`src/rtl/cdb_broadcaster_pkg.sv`:
```
// Shared CDB types and sizing: packet layout reused by RS lines, ROB and PRF write port.
package cdb_broadcaster_pkg;

  localparam int WAYS    = 3;
  localparam int NUM_FU  = 5;
  localparam int REG_LEN = 64;
  localparam int PRF     = 64;
  localparam int ROB     = 16;

  localparam int PRF_W = $clog2(PRF);
  localparam int ROB_W = $clog2(ROB);
  localparam int PTR_W = (NUM_FU > 1) ? $clog2(NUM_FU) : 1;

  typedef struct packed {
    logic [REG_LEN-1:0] data;
    logic [PRF_W-1:0]   PRF_idx;
    logic [ROB_W-1:0]   rob_idx;
  } cdb_packet_t;

  function automatic cdb_packet_t pack_result(
    input logic [REG_LEN-1:0] data,
    input logic [PRF_W-1:0]   prf_idx,
    input logic [ROB_W-1:0]   rob_idx
  );
    cdb_packet_t p;
    p.data    = data;
    p.PRF_idx = prf_idx;
    p.rob_idx = rob_idx;
    return p;
  endfunction

endpackage

```
`src/rtl/cdb_broadcaster_if.sv`:
```
// FU result inputs with per-FU ready, plus the WAYS-lane CDB broadcast outputs.
interface cdb_broadcaster_if;
  import cdb_broadcaster_pkg::*;

  logic [NUM_FU-1:0]              fu_valid;
  logic [NUM_FU-1:0][REG_LEN-1:0] fu_data;
  logic [NUM_FU-1:0][PRF_W-1:0]   fu_PRF_idx;
  logic [NUM_FU-1:0][ROB_W-1:0]   fu_rob_idx;
  logic [NUM_FU-1:0]              fu_ready;

  logic [WAYS-1:0][REG_LEN-1:0]   CDB_Data;
  logic [WAYS-1:0][PRF_W-1:0]     CDB_PRF_idx;
  logic [WAYS-1:0][ROB_W-1:0]     CDB_ROB_idx;
  logic [WAYS-1:0]                CDB_valid;

  // master: FU side / CDB receivers; slave: the broadcaster itself
  modport master (
    output fu_valid, fu_data, fu_PRF_idx, fu_rob_idx,
    input  fu_ready, CDB_Data, CDB_PRF_idx, CDB_ROB_idx, CDB_valid
  );

  modport slave (
    input  fu_valid, fu_data, fu_PRF_idx, fu_rob_idx,
    output fu_ready, CDB_Data, CDB_PRF_idx, CDB_ROB_idx, CDB_valid
  );

endinterface

```
`src/rtl/cdb_broadcaster_rr_multi_select.sv`:
```
// Combinational round-robin picker: grants up to K of N requests starting at ptr,
// assigning them to lanes 0..K-1 in scan order, and returns the pointer past the last grant.
module rr_multi_select #(
  parameter int N = 5,
  parameter int K = 3,
  localparam int PW = (N > 1) ? $clog2(N) : 1,
  localparam int LW = $clog2(K + 1),
  localparam int SW = (K > 1) ? $clog2(K) : 1
) (
  input  logic [N-1:0]        req,
  input  logic [PW-1:0]       ptr,
  output logic [N-1:0]        grant,
  output logic [K-1:0][N-1:0] sel,
  output logic [PW-1:0]       next_ptr
);

  logic [PW-1:0] idx;
  logic [LW-1:0] lanes;

  always_comb begin
    grant    = '0;
    sel      = '0;
    next_ptr = ptr;
    idx      = ptr;
    lanes    = '0;
    for (int s = 0; s < N; s++) begin
      if (req[idx] && (lanes < LW'(K))) begin
        grant[idx]              = 1'b1;
        sel[lanes[SW-1:0]][idx] = 1'b1;
        lanes                   = lanes + 1'b1;
        next_ptr                = (idx == PW'(N - 1)) ? '0 : idx + 1'b1;
      end
      idx = (idx == PW'(N - 1)) ? '0 : idx + 1'b1;
    end
  end

endmodule

```
`src/rtl/cdb_broadcaster.sv`:
```
// CDB transmit end: one holding slot per FU, round-robin onto WAYS registered lanes.
// Accept-to-broadcast latency 2 cycles; fu_ready stays high while a slot is free or draining.
module cdb_broadcaster
  import cdb_broadcaster_pkg::*;
(
  input  logic             clock,
  input  logic             reset,
  input  logic             squash,
  cdb_broadcaster_if.slave bus
);

  logic [NUM_FU-1:0]             held;
  logic [NUM_FU-1:0]             grant;
  logic [NUM_FU-1:0]             take;
  cdb_packet_t [NUM_FU-1:0]      slot;
  logic [PTR_W-1:0]              ptr;
  logic [PTR_W-1:0]              next_ptr;
  logic [WAYS-1:0][NUM_FU-1:0]   sel;
  cdb_packet_t [WAYS-1:0]        lane_pkt;
  logic [WAYS-1:0]               lane_vld;
  cdb_packet_t [WAYS-1:0]        cdb_q;
  logic [WAYS-1:0]               cdb_vld_q;

  rr_multi_select #(
    .N (NUM_FU),
    .K (WAYS)
  ) u_select (
    .req      (held),
    .ptr      (ptr),
    .grant    (grant),
    .sel      (sel),
    .next_ptr (next_ptr)
  );

  // A slot being granted this cycle can be refilled in the same cycle.
  assign bus.fu_ready = {NUM_FU{reset & ~squash}} & (~held | grant);
  assign take         = bus.fu_valid & bus.fu_ready;

  always_comb begin
    lane_pkt = '0;
    lane_vld = '0;
    for (int w = 0; w < WAYS; w++) begin
      lane_vld[w] = |sel[w];
      for (int i = 0; i < NUM_FU; i++) begin
        if (sel[w][i]) lane_pkt[w] = slot[i];
      end
    end
  end

  always_ff @(posedge clock or negedge reset) begin
    if (!reset) begin
      held      <= '0;
      slot      <= '0;
      ptr       <= '0;
      cdb_q     <= '0;
      cdb_vld_q <= '0;
    end else begin
      if (squash) begin
        held      <= '0;
        cdb_q     <= '0;
        cdb_vld_q <= '0;
      end else begin
        held      <= take | (held & ~grant);
        cdb_q     <= lane_pkt;
        cdb_vld_q <= lane_vld;
        if (|grant) ptr <= next_ptr;
      end
      for (int i = 0; i < NUM_FU; i++) begin
        if (take[i]) slot[i] <= pack_result(bus.fu_data[i], bus.fu_PRF_idx[i], bus.fu_rob_idx[i]);
      end
    end
  end

  always_comb begin
    for (int w = 0; w < WAYS; w++) begin
      bus.CDB_Data[w]    = cdb_q[w].data;
      bus.CDB_PRF_idx[w] = cdb_q[w].PRF_idx;
      bus.CDB_ROB_idx[w] = cdb_q[w].rob_idx;
    end
    bus.CDB_valid = cdb_vld_q;
  end

endmodule

```
`src/flat_wrapper.sv`:
```
// flat-port wrapper written by rule: the top's interface ports become plain ports
module cdb_broadcaster_flat import cdb_broadcaster_pkg::*;
  (clock, reset, squash, bus_fu_valid, bus_fu_data, bus_fu_PRF_idx, bus_fu_rob_idx, bus_fu_ready, bus_CDB_Data, bus_CDB_PRF_idx, bus_CDB_ROB_idx, bus_CDB_valid);
  cdb_broadcaster_if bus_i ();
  input  logic clock;
  input  logic reset;
  input  logic squash;
  input wire logic [$bits(bus_i.fu_valid)-1:0] bus_fu_valid;
  input wire logic [$bits(bus_i.fu_data)-1:0] bus_fu_data;
  input wire logic [$bits(bus_i.fu_PRF_idx)-1:0] bus_fu_PRF_idx;
  input wire logic [$bits(bus_i.fu_rob_idx)-1:0] bus_fu_rob_idx;
  output wire logic [$bits(bus_i.fu_ready)-1:0] bus_fu_ready;
  output wire logic [$bits(bus_i.CDB_Data)-1:0] bus_CDB_Data;
  output wire logic [$bits(bus_i.CDB_PRF_idx)-1:0] bus_CDB_PRF_idx;
  output wire logic [$bits(bus_i.CDB_ROB_idx)-1:0] bus_CDB_ROB_idx;
  output wire logic [$bits(bus_i.CDB_valid)-1:0] bus_CDB_valid;
  assign bus_i.fu_valid = bus_fu_valid;
  assign bus_i.fu_data = bus_fu_data;
  assign bus_i.fu_PRF_idx = bus_fu_PRF_idx;
  assign bus_i.fu_rob_idx = bus_fu_rob_idx;
  assign bus_fu_ready = bus_i.fu_ready;
  assign bus_CDB_Data = bus_i.CDB_Data;
  assign bus_CDB_PRF_idx = bus_i.CDB_PRF_idx;
  assign bus_CDB_ROB_idx = bus_i.CDB_ROB_idx;
  assign bus_CDB_valid = bus_i.CDB_valid;
  cdb_broadcaster u_core (.clock(clock), .reset(reset), .squash(squash), .bus(bus_i));
endmodule
```
`config.mk`:
```
export PLATFORM = sky130hd
export DESIGN_NAME = cdb_broadcaster_flat
export DESIGN_NICKNAME = d
export VERILOG_FILES = /design/src/rtl/cdb_broadcaster_pkg.sv /design/src/rtl/cdb_broadcaster_if.sv /design/src/rtl/cdb_broadcaster_rr_multi_select.sv /design/src/rtl/cdb_broadcaster.sv /design/src/flat_wrapper.sv
export SDC_FILE = /design/constraint.sdc
export NUM_CORES = 1
export LEC_CHECK = 0
export CAP_MARGIN = 30
export CORE_ASPECT_RATIO = 1.4
export CORE_UTILIZATION = 29
export CTS_BUF_LIST = sky130_fd_sc_hd__clkbuf_2
export CTS_CLUSTER_SIZE = 40
export DETAILED_ROUTE_END_ITERATION = 10
export PLACE_DENSITY = 0.5
export SKIP_LAST_GASP = 1
export SYNTH_ARGS = -nofsm -noshare
export SYNTH_HDL_FRONTEND = slang
export SYNTH_SLANG_ARGS = --single-unit
```
`constraint.sdc`:
```
create_clock -name clock -period 6.79 [get_ports clock]
set_input_delay 1.6975 -clock clock [delete_from_list [all_inputs] [get_ports clock]]
set_output_delay 1.6975 -clock clock [all_outputs]
set_load 0.02 [all_outputs]
```
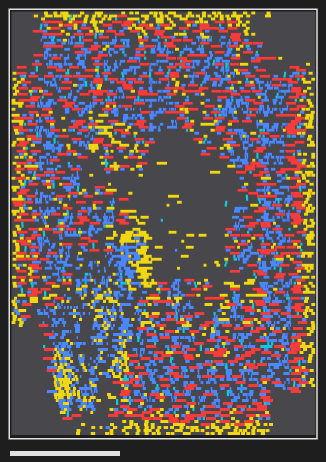
**Above:** placed cells, one color a class.
The bar under the picture is 100 um long. Fill, decap, tap and diode cells in gray.
red -> registers  # cells 603, share of their area 36%
blue -> remaining logic cells  # cells 1967, share of their area 37%
cyan -> clock drivers and dummy loads  # cells 259, share of their area 3.1%
yellow -> remaining buffers and delay cells  # cells 964, share of their area 24%
Util after Layout: 0.418
Rows: 141
Core Region: 0.105 sq mm

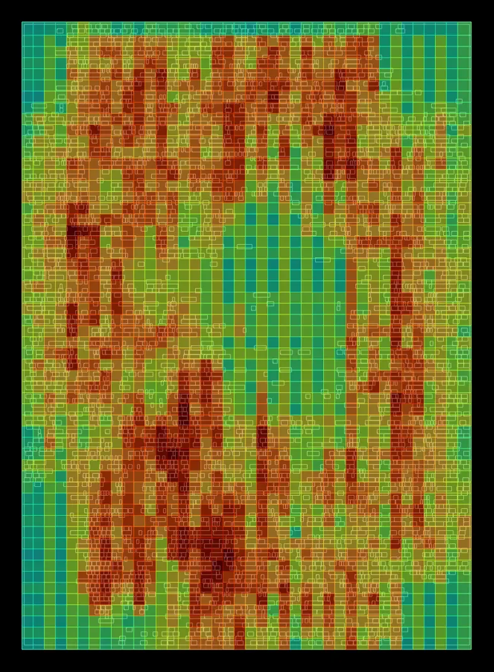
**Above:** track usage over the die.
met3 Usage GRT: 0.0661
Most Used Layer, Global Route: met2
GR met2 Demand/Resource: 0.435

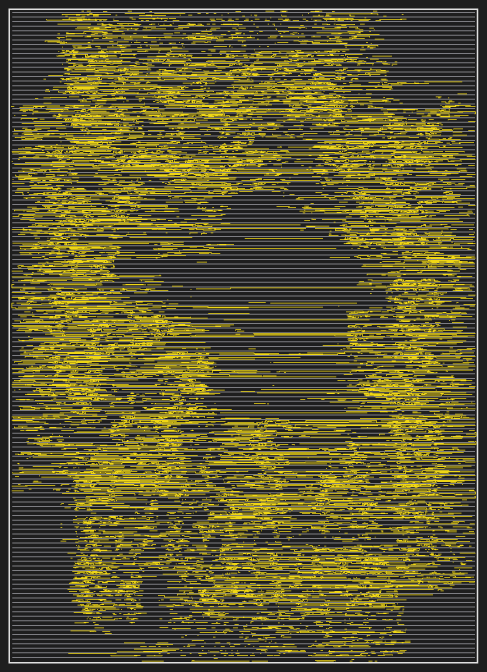
**Above:** met1 routing.
Supply wires on this layer in gray.
nets with wire on the layer = 3631
main direction = horizontal
total wire length: 153000 um
met1 usage: 0.306
Via Count: 29400

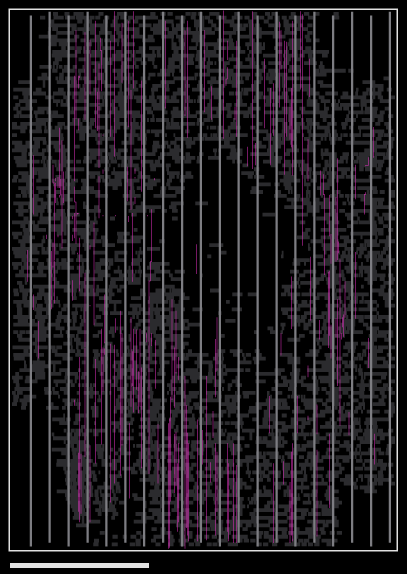
**Above:** metal 4.
The bar under the picture is 100 um long. Supply wires on this layer in gray. Cells faint in the background.
longest straight run = 166 um
nets with wire on the layer = 141
main direction = vertical
share of all routed wire = 5.2%
wire length on this layer = 8030 um

==> flow_summary.json <==
{
  "synth_warnings": 0,
  "hold_viol": 0,
  "combPwrFrac": 0.692,
  "max_cap_viol_count": 0,
  "critPathLaunch": "u_core.ptr[0]$_DFFE_PN0P_",
  "placed_cells": 4722,
  "slew_violations": 0,
  "worstHoldStart": "u_core.slot[320]$_DFFE_PN0P_",
  "finalNonFillerCells": 5174,
  "syn2layout_area_growth_pct": 42.9,
  "power.switching_mw": 12.1,
  "ys_top_cells_by_area": "dfrtp_1 (49%), mux2_2 (13%), a311oi_1 (4.1%)",
  "root_buffer": "clkbuf_2",
  "whs_endpoint": "u_core.bus.CDB_Data[142]$_DFF_PN0_",
  "clkTransAtPathRegs_ns": 0.11,
  "grt_antenna_before_repair": 41,
  "grt_pass1_vias": 29400,
  "max_slew_margin": 0.255,
  "sw_frac_of_total": 0.459,
  "place_hpwl_um": 94300,
  "cpMaxStageDelayCell": "dfrtp_1",
  "drt_first_iter_violations": 2637,
  "fp_nets": 3249,
  "pwr-share-seq": 0.211,
  "post-route-drc-count": 0,
  "rsz0062_at_grt": "true",
  "postSynthAreaPerCell_sq_um": 10.8,
  "setup_viol": 6,
  "top_area_cell": "dfrtp_1",
  "syn_inst": 2858,
  "clock_skew_ns": 0.152,
  "outcome": "finished with violations",
  "cts_buffers": 159,
  "insertion_delay_ns": 1.62,
  "cp_data_arrival_time_ns": 8.97,
  "r2r_end": "u_core.ptr[0]$_DFFE_PN0P_",
  "fmax_mhz": 134,
  "final-comb-area_sq_mm": 0.0156,
  "wl_per_cell_um": 29.6,
  "setup.worst_path.end_class": "flop",
  "edf_count": 0,
  "grt_max_degree": 161,
  "drive_gt1_frac": 0.309,
  "tns_ns": -3.30,
  "violations": "setup timing",
  "seqCellArea_sq_mm": 0.0151,
  "p_int_mw": 14.3,
  "clkSinkCount": 603,
  "holdPathStages": 2,
  "ys_area_sq_mm": 0.0308,
  "p_total_mw": 26.4,
  "yosysSeqAreaShare": 0.490,
  "ant_nets": 0,
  "critPathRequiredTime_ns": 8.28,
  "rrSetupSlack_ns": -0.68,
  "crit_end": "u_core.ptr[0]$_DFFE_PN0P_",
  "firstDrtPassIters": 5,
  "hold_class": "flop to flop",
  "place_ws_ns": -0.0824,
  "initial_utilization": 0.292,
  "die_area_sq_mm": 0.108,
  "portBuffers": 607,
  "pwr-share-clk": 0.097,
  "numSynthFlops": 603,
  "p_leak_nw": 17.8,
  "syn_area_sq_mm": 0.0308,
  "r2r_start": "u_core.ptr[0]$_DFFE_PN0P_",
  "cts_tree": "yes",
  "overflow": 0,
  "timing_worst_slew_pin_value_ns": 1.12,
  "num-fill-cells": 10300,
  "grt_pass1_wl_um": 206000,
  "setup_slack_ns": -0.683,
  "synth_cell_types": 80,
  "reg2regPathDepth": 57,
  "io_pins": 608
}
-- cell usage after synthesis (all sizes together) (8+ instances only) --
cell     number
dfrtp       603
mux2        374
nor2        326
nand2       256
buf         153
a311oi      148
clkbuf      135
o21ai       100
nand3        89
a221oi       84
o211ai       84
a211oi       83
a221o        81
a2bb2oi      74
a311o        74
a21oi        27
inv          26
nor3         18
ha           13
a31oi         8
mux2i         8
-- cells by family after synthesis --
group           share of synthesized area
buf+inv                            0.0477
fa+ha+maj                         0.00528
xor+xnor                         0.000284
flops                               0.490
simple gates                       0.0984
compound gates                      0.219
mux                                 0.139
-- final cells by class --
type	count	share of cell area
Multi-Input combinational cell	1941	0.355
Timing Repair Buffer	964	0.230
Sequential cell	603	0.343
Clock buffer	210	0.0239
Antenna cell	23	0.00131
Inverter	26	0.00227
Clock inverter	49	0.00633
Tap cell	1358	0.0386
-- cell usage in the layout, fill, tap and decap left out, drive strengths merged, types with 81 or more instances in the layout --
cell	count
dfrtp	603
o211ai	84
a221oi	84
a311oi	148
a211oi	83
clkbuf	231
nand2	256
nand3	89
nor2	326
buf	342
clkdlybuf4s50	600
o21ai	100
a221o	81
mux2	374
-- critical path: cells and delay by family, from the launching register on --
kind,cells,cell delay [ns]
compound gates,4,0.47
fa+ha+maj,1,0.17
buf+inv,49,5.98
flops,1,0.37
mux,2,0.36
simple gates,1,0.06
-- flip-flops by register name, summed over array words and instances, names as in the netlist --
signal,count
u_core.bus.CDB_Data,192
u_core.bus.CDB_PRF_idx,18
u_core.bus.CDB_ROB_idx,12
u_core.bus.CDB_valid,3
u_core.held,5
u_core.ptr,3
u_core.slot,370
-- per-stage QoR --
stage | hold WS (ns) | cell area [sq um] | utilization
6_report | 0.503 | 44100 | 0.418
4_1_cts | 0.436 | 41900 | 0.397
5_1_grt | 0.510 | 44000 | 0.418
2_1_floorplan | 0.512 | 30800 | -
3_5_place_dp | 0.541 | 39500 | 0.374
3_3_place_gp | 0.537 | 39500 | 0.374
-- per-layer routing --
layer | wire length (um) | track usage | part of all wire
met4 | 8030 | 0.142 | 0.052
met2 | 75000 | 0.435 | 0.49
met5 | 218 | 0 | 0.0014
met1 | 58400 | 0.306 | 0.38
met3 | 11500 | 0.0661 | 0.075
-- power by group through the flow --
stage | combinational [mW] | clock, mW | sequential [mW]
2_1_floorplan | 7.84 | 0 | 5.52
3_3_place_gp | 13.4 | 0 | 5.56
3_5_place_dp | 13.4 | 0 | 5.56
4_1_cts | 14.8 | 2.68 | 5.50
5_1_grt | 19.1 | 2.84 | 5.69
6_report | 18.3 | 2.57 | 5.57
-- timing repair --
| action | 4_1_cts | 5_1_grt |
|---|---|---|
| hold buffers | 1 | 0 |
| setup buffers | 95 | 60 |
| cloned | 0 | 26 |
| endpoints found under the setup margin | 5 | 231 |
| gates resized | 110 | 175 |
| hold endpoints to repair | 32 | 0 |
| pin swaps | 39 | 113 |
No activity file was given, so power comes from the tool's default toggle rates.
